Fig. 1: run 1, clock network drawn from the DEF
The bar under the picture is 20 um long.
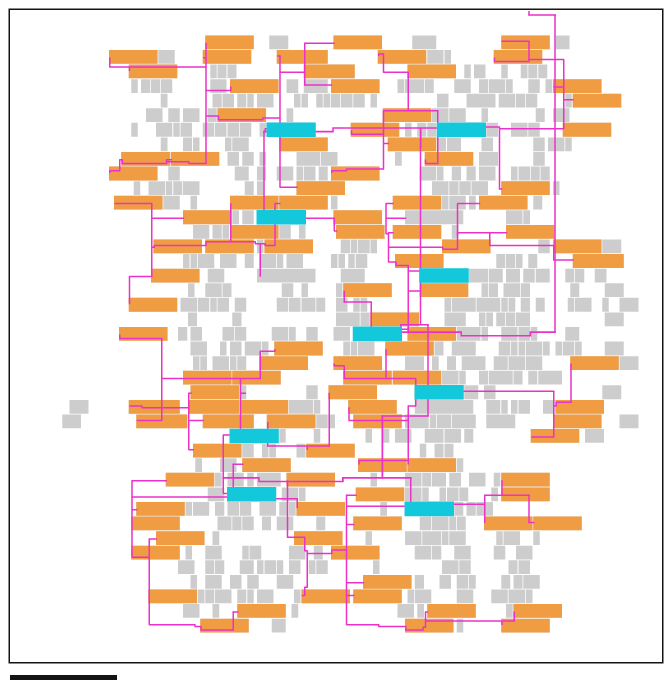
Fig. 2: run 1, placement view
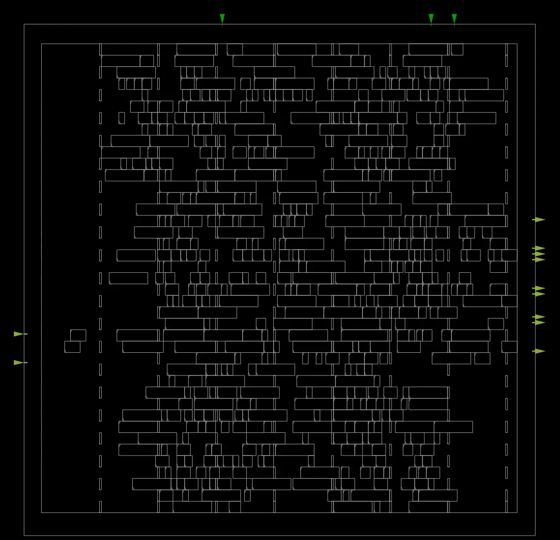
Fig. 3: run 1, cells colored by class
Fill, decap, tap and diode cells in gray.
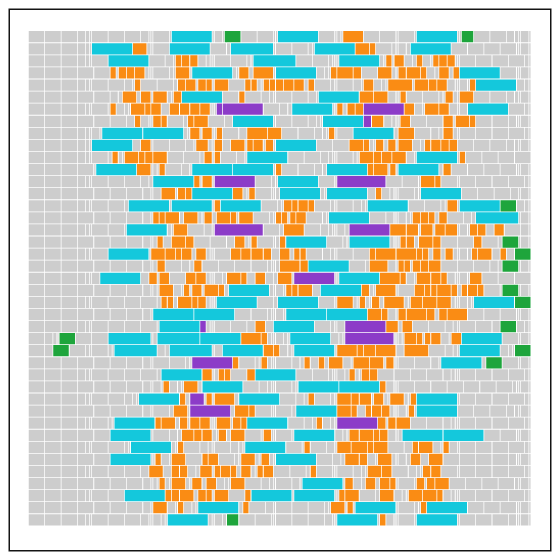
==> config.mk <==
export PLATFORM = sky130hd
export DESIGN_NAME = set_ctrl_flat
export DESIGN_NICKNAME = d
export VERILOG_FILES = /design/src/rtl/set_ctrl_pkg.sv /design/src/rtl/set_ctrl_if.sv /design/src/rtl/set_ctrl_key_debounce.sv /design/src/rtl/set_ctrl.sv /design/src/flat_wrapper.sv
export SDC_FILE = /design/constraint.sdc
export NUM_CORES = 1
export LEC_CHECK = 0
export CAP_MARGIN = 15
export CORE_MARGIN = 4
export CORE_UTILIZATION = 40
export DETAILED_ROUTE_END_ITERATION = 12
export GPL_ROUTABILITY_DRIVEN = 0
export SLEW_MARGIN = 0
export SYNTH_ARGS = -nofsm -noshare
export SYNTH_HDL_FRONTEND = slang
export SYNTH_SLANG_ARGS = --single-unit
export TNS_END_PERCENT = 30
==> constraint.sdc <==
create_clock -name clk -period 6.3 [get_ports clk]
set_clock_uncertainty 0.15 [all_clocks]
set_input_delay 1.26 -clock clk [delete_from_list [all_inputs] [get_ports clk]]
set_output_delay 1.26 -clock clk [all_outputs]
set_load 0.03 [all_outputs]
==> reports/qor.txt, run 1 <==
Worst-path clk slew -> 0.07 ns
First-pass GRT wire length -> 16300 um
VDD IR max -> 0.151 mV
Routing usage on met1 -> 18.7%
Setup WS post-layout -> 2.61 ns
Reg2Reg Depth -> 8
Final TNS setup -> 0 ns
Met3 usage -> 2.32%
Die height -> 122 um
Min cycle time layout -> 3.69 ns
Die W -> 122 um
Cell variety after synth -> 51
Hold Crit Depth -> 0
CP Cell Sequence -> inv_1 > ha_1 > inv_1 > clkdlybuf4s50_1
Crit path DAT -> 2.28 ns
Finished Cell Area -> 5790 um2
Routing usage on met2 -> 20.8%
WP data required -> 4.89 ns
Synth-to-Final Area Change -> 12.2%
TritonCTS buffer count -> 9
Detail Placement HPWL -> 6370 um
Die area -> 14800 um2
Min Hold Slack -> 0.207 ns
Unrepaired setup endpoints after global routing -> no
Outcome -> complete, no violations
Syn Inst Count -> 521
Ports -> 14
Fill count -> 1199
Setup WS pre-CTS -> 2.97 ns
Via count -> 3712
Yosys cell count -> 521
Initial DRC count -> 399
Final Cycle Share -> 58.5%
Max Slew Vio Count -> 0
PwrDens -> 311 nW/um2
Final std cells w/o fill -> 712
R2R Setup Slk -> 3.21 ns
Total GRT Usage -> 13.4%
Hold-fix buffers, CTS -> 0
Final setup viols -> 0
Leak -> 2.47 nW
Avg Cell Area, Syn -> 9.91 um2
Post-CTS resize count -> 0
Post-synthesis net count -> 539
Tool warnings -> 30
WS Path Type -> flop to output pin
Placed Cells -> 696
CTS tree -> yes
Gr ovfl total -> 0
CTS Sinks -> 105
Total power -> 1.80 mW
Critical-path top delay cell -> clkdlybuf4s50_1
Clk latency late pin -> 0.34 ns
Critical Path Sink Type -> output pin
Initial antenna violation count -> 0
Busiest layer in global routing -> met2
Max_slew headroom -> 50.9%
Placed cell area -> 5460 um2
# diodes -> 0
Post-CTS setup buffers -> 0
Critical path's most frequent cell -> inv_1
Vias per cell -> 5.21
Max_cap viols -> 0
Worst path max stage delay -> 0.63 ns
Main flop type -> dfrtp_1
Asr flop ratio synth -> 100%
Hold crit path type -> flop to flop
Post-synth regs -> 105
Vias in the first global route -> 3503
Register share after synthesis -> 51.1%
Least-Margin Pin Slew -> 0.736 ns
Ys Warns -> 0
Type of origin of the critical path -> flop
Largest net degree at the start of global routing -> 58
Top Layout Cells -> dfrtp_1 (98), nor2_1 (85), xor2_1 (44), nand3_1 (39), nand2_1 (29)
Final hold viol count -> 0
DR WL/cell -> 13.2 um
Final #Nets -> 553
Count of nets left with antenna violations after detail routing -> 0
WL final -> 9370 um
H-tree depth -> 3
Share of post-route cells with drive strength above 1 -> 6.30%
Fmax -> 0.271 GHz
CTS Buffer Depth -> 2
Clk root buf -> clkbuf_16
Critical Path Fanout Max -> 16
Post-synth EDFFs -> 0
IO Port Bufs -> 13
Pre-Place Util -> 40.9%
Commonest Layout Cell -> dfrtp_1
Chip area line of the yosys report -> 5160 um2
Synth Cell Area -> 5160 um2
# DRC -> 0
Drt first pass iters -> 4
## Picture notes: Fig. 1
[cyan] cells driving clock nets | count: 9
[orange] flip-flops | count: 105
[magenta] clock wires | length: 1290 um
routed clock nets: 10
Clk network pwr share: 34.9%
Clk. pwr: 0.630 mW

## Picture notes: Fig. 2
utilization after layout: 45.9%
tap cell count: 172
Flops: 105

## Picture notes: Fig. 3
| color | class | cells | share of their area |
|---|---|---|---|
| green | other buffers and delay cells | 14 | 2.4% |
| orange | all other logic | 405 | 44% |
| cyan | flip-flops | 105 | 47% |
| purple | clock drivers and dummy loads | 16 | 6.0% |
# rows: 41
Core Footprint: 12600 um2

## run 1: cell type report
type	count	area [um2]	share of cell area, %
inverters	20	75.1	1.30
repair buffers	14	135	2.33
clock inverters	5	104	1.79
flip-flops and latches	105	2640	45.5
well taps	172	215	3.71
multi-input cells	385	2390	41.3
clock buffers	11	233	4.02
## run 1: cell usage after synthesis (13+ instances only)
cell type / n / area share (%)
dfrtp_1: 98 / 47
nor2_1: 85 / 6.2
xor2_1: 44 / 7.5
nand3_1: 39 / 3.8
nand2_1: 29 / 2.1
and3_1: 21 / 2.5
inv_1: 20 / 1.5
o21ai_0: 20 / 1.9
xnor2_1: 18 / 3.1
nand4_1: 16 / 1.9
a21oi_1: 15 / 1.5
ha_1: 13 / 3.2
## run 1: cell families after synthesis
group           count (synthesis)  synth area share (%)
fa+ha+maj                      13                  3.15
mux                             2                 0.388
compound gates                 58                  7.49
buf+inv                        31                  2.57
xor+xnor                       62                  10.5
simple gates                  250                  24.8
flops                         105                  51.1
## run 1: critical path, delay by kind of cell (launching register included)
kind       cells  cell delay [ns]
fa+ha+maj      1             0.48
buf+inv        3             0.98
flops          1             0.49
## run 1: power breakdown
part / internal [mW] / switching (mW) / total [mW]
clock: 0.389 / 0.241 / 0.630
combinational: 0.130 / 0.271 / 0.401
sequential: 0.722 / 0.0513 / 0.773
## run 1: metal layers
metal  wire [um]  share of wire (%)
met5           0                  0
met4         130                1.4
met3         276                2.9
met2        4280                 46
met1        4680                 50
Fig. 4: run 1, drive-strength map
The bar under the picture is 20 um long.
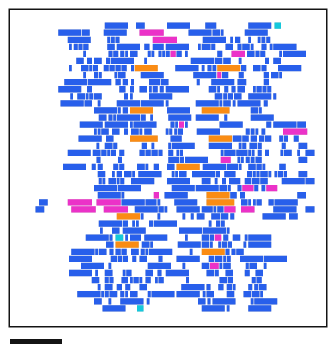

## Run 2: what changed since run 1
==> constraint.sdc (replaced) <==
create_clock -name clk -period 3.1 [get_ports clk]
set_clock_uncertainty 0.15 [all_clocks]
set_input_delay 0.62 -clock clk [delete_from_list [all_inputs] [get_ports clk]]
set_output_delay 0.62 -clock clk [all_outputs]
set_load 0.03 [all_outputs]
Fig. 5: run 2, drive-strength map
The bar under the picture is 20 um long.
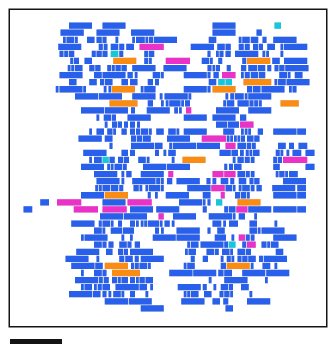
| color | size | cells |
|---|---|---|
| orange | drive 6 and up | 13 |
| blue | drive 1 or less | 502 |
| magenta | drive 2 | 21 |
| cyan | drive 3 to 4 | 7 |
Synth-to-Final Area Change: 13.1%
Setup WS post-layout: 0.166 ns
Buffers excl. clock: 17
Finished Cell Area: 5840 um2

Fig. 6: run 2, placement view
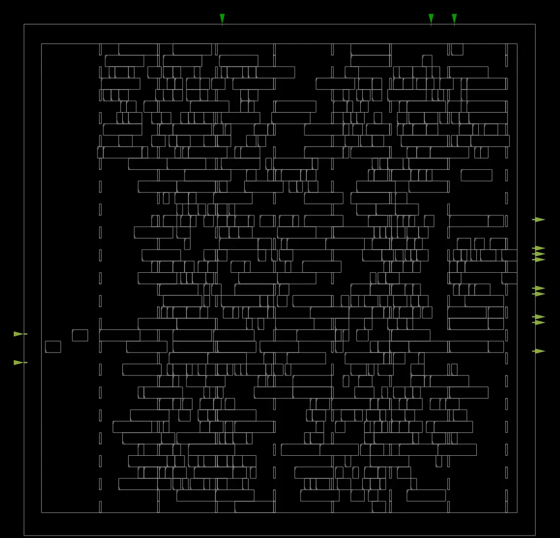
fill count: 1182
final std cells w/o fill: 715
Seq/total area: 45.2%
utilization after layout: 46.3%

Fig. 7: run 2, cells colored by class
Fill, decap, tap and diode cells in gray.
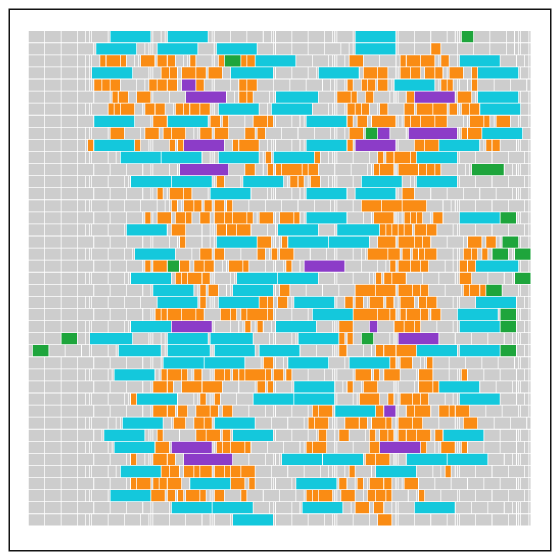
| color | class | cells | share of their area |
|---|---|---|---|
| purple | clock drivers and dummy loads | 16 | 6.1% |
| cyan | flip-flops | 105 | 47% |
| orange | all other logic | 405 | 44% |
| green | other buffers and delay cells | 17 | 3.0% |

==> run 2 against run 1 <==
Count of clock-buffer cells in the layout decreased by 2. Largest power group unchanged. Sequential power increased by 100%. Highest routed layer unchanged. Hold slack got worse by 0.13 ns.
==> reports/qor.txt, run 2 <==
Outcome -> complete, no violations
Biggest area cells -> dfrtp_1 (47%), xor2_1 (7.5%), nor2_1 (6.2%)
Crit path DAT -> 2.16 ns
Placed cell area -> 5490 um2
Unrepaired setup endpoints after global routing -> no
Syn Inst Count -> 521
Asr flop ratio synth -> 100%
PwrDens -> 636 nW/um2
Ys Warns -> 0
TritonCTS buffer count -> 9
Final setup viols -> 0
Max_slew headroom -> 62.1%
VDD IR max -> 0.276 mV
Via count -> 3723
Pre-Place Util -> 40.9%
Die area -> 14800 um2
Fmax -> 0.341 GHz
Critical Path Sink Type -> output pin
Post-synth EDFFs -> 0
Register share after synthesis -> 51.1%
Count of nets left with antenna violations after detail routing -> 0
Leak -> 2.48 nW
Vias per cell -> 5.21
Synth Cell Area -> 5160 um2
Final Cycle Share -> 94.6%
Commonest Layout Cell -> dfrtp_1
Die W -> 122 um
Initial antenna violation count -> 0
Synth area leader -> dfrtp_1
Min cycle time layout -> 2.93 ns
Detail Placement HPWL -> 6490 um
Share of post-route cells with drive strength above 1 -> 7.55%
Total GRT Usage -> 13.9%
Max Slew Vio Count -> 0
# diodes -> 0
Clk latency late pin -> 0.35 ns
DR WL/cell -> 13.2 um
Setup WS pre-CTS -> 0.259 ns
Drt first pass iters -> 5
Routing usage on met2 -> 20.3%
Die height -> 122 um
Avg Cell Area, Syn -> 9.91 um2
Yosys cell count -> 521
R2R Setup Slk -> 0.35 ns
Vias in the first global route -> 3636
Critical Path Fanout Max -> 16
Hold crit path type -> input port to async pin
Final hold viol count -> 0
First-pass GRT wire length -> 16800 um
Most common library cells after synthesis -> dfrtp_1 (98), nor2_1 (85), xor2_1 (44)
Tool warnings -> 30
Core Footprint -> 12600 um2
# rows -> 41
Most common cell in the netlist -> dfrtp_1
Busiest layer in global routing -> met2
Gr ovfl total -> 0
Top Layout Cells -> dfrtp_1 (97), nor2_1 (85), xor2_1 (44), nand3_1 (39), nand2_1 (29)
Post-synthesis net count -> 539
WL final -> 9460 um
Total power -> 3.71 mW
WS Path Type -> flop to output pin
Max_cap viols -> 0
# DRC -> 0
==> run 2: per-stage QoR <==
stage	hold WS (ns)	cells
floorplan	0.174	521
global placement	0.197	699
detailed placement	0.201	699
CTS	0.0820	715
global route	0.104	715
finish	0.0719	715
==> run 2: cells by family (layout without fill, tap and decap cells) <==
| group | after synthesis | in the layout | synth area share, % |
|---|---|---|---|
| AND-OR/OR-AND | 58 | 58 | 7.49 |
| AND/OR/NAND/NOR | 250 | 250 | 24.8 |
| buffers and inverters | 31 | 53 | 2.57 |
| multiplexers | 2 | 2 | 0.388 |
| flip-flops | 105 | 105 | 51.1 |
| XOR/XNOR | 62 | 62 | 10.5 |
| adder cells (fa/ha/maj) | 13 | 13 | 3.15 |
==> run 2: per-layer routing <==
layer | share of wire, % | up-vias
met3 | 3.5 | 12
met5 | 0 | -
met1 | 50 | 1787
met2 | 44 | 70
li1 | - | 1854
met4 | 1.9 | 0
==> run 2: power by group <==
| part | total, mW | internal [mW] | switching (mW) |
|---|---|---|---|
| registers | 1.57 | 1.47 | 0.107 |
| logic | 0.848 | 0.291 | 0.557 |
| clock network | 1.29 | 0.789 | 0.501 |
| total | 3.71 | 2.55 | 1.17 |
==> run 2: area by class of cell <==
class | count | area, um2
Multi-Input combinational cell | 385 | 2400
Timing Repair Buffer | 17 | 170
Clock inverter | 7 | 119
Inverter | 20 | 75.1
Sequential cell | 105 | 2640
Clock buffer | 9 | 225
Tap cell | 172 | 215
Fill cell | 1182 | 6780
==> run 2: what timing repair did <==
action,in CTS,in global routing
resized,1,1
cloned,0,0
hold buffers,0,0
setup endpoints to repair,1,1
buffers inserted,0,0
==> run 2: worst max-delay path, stage by stage, from the launching register on <==
cell and delay, ns:
dfrtp_2 0.48, inv_1 0.18, ha_2 0.38, inv_1 0.15, clkdlybuf4s50_1 0.62
No activity file was given, so power comes from the tool's default toggle rates.
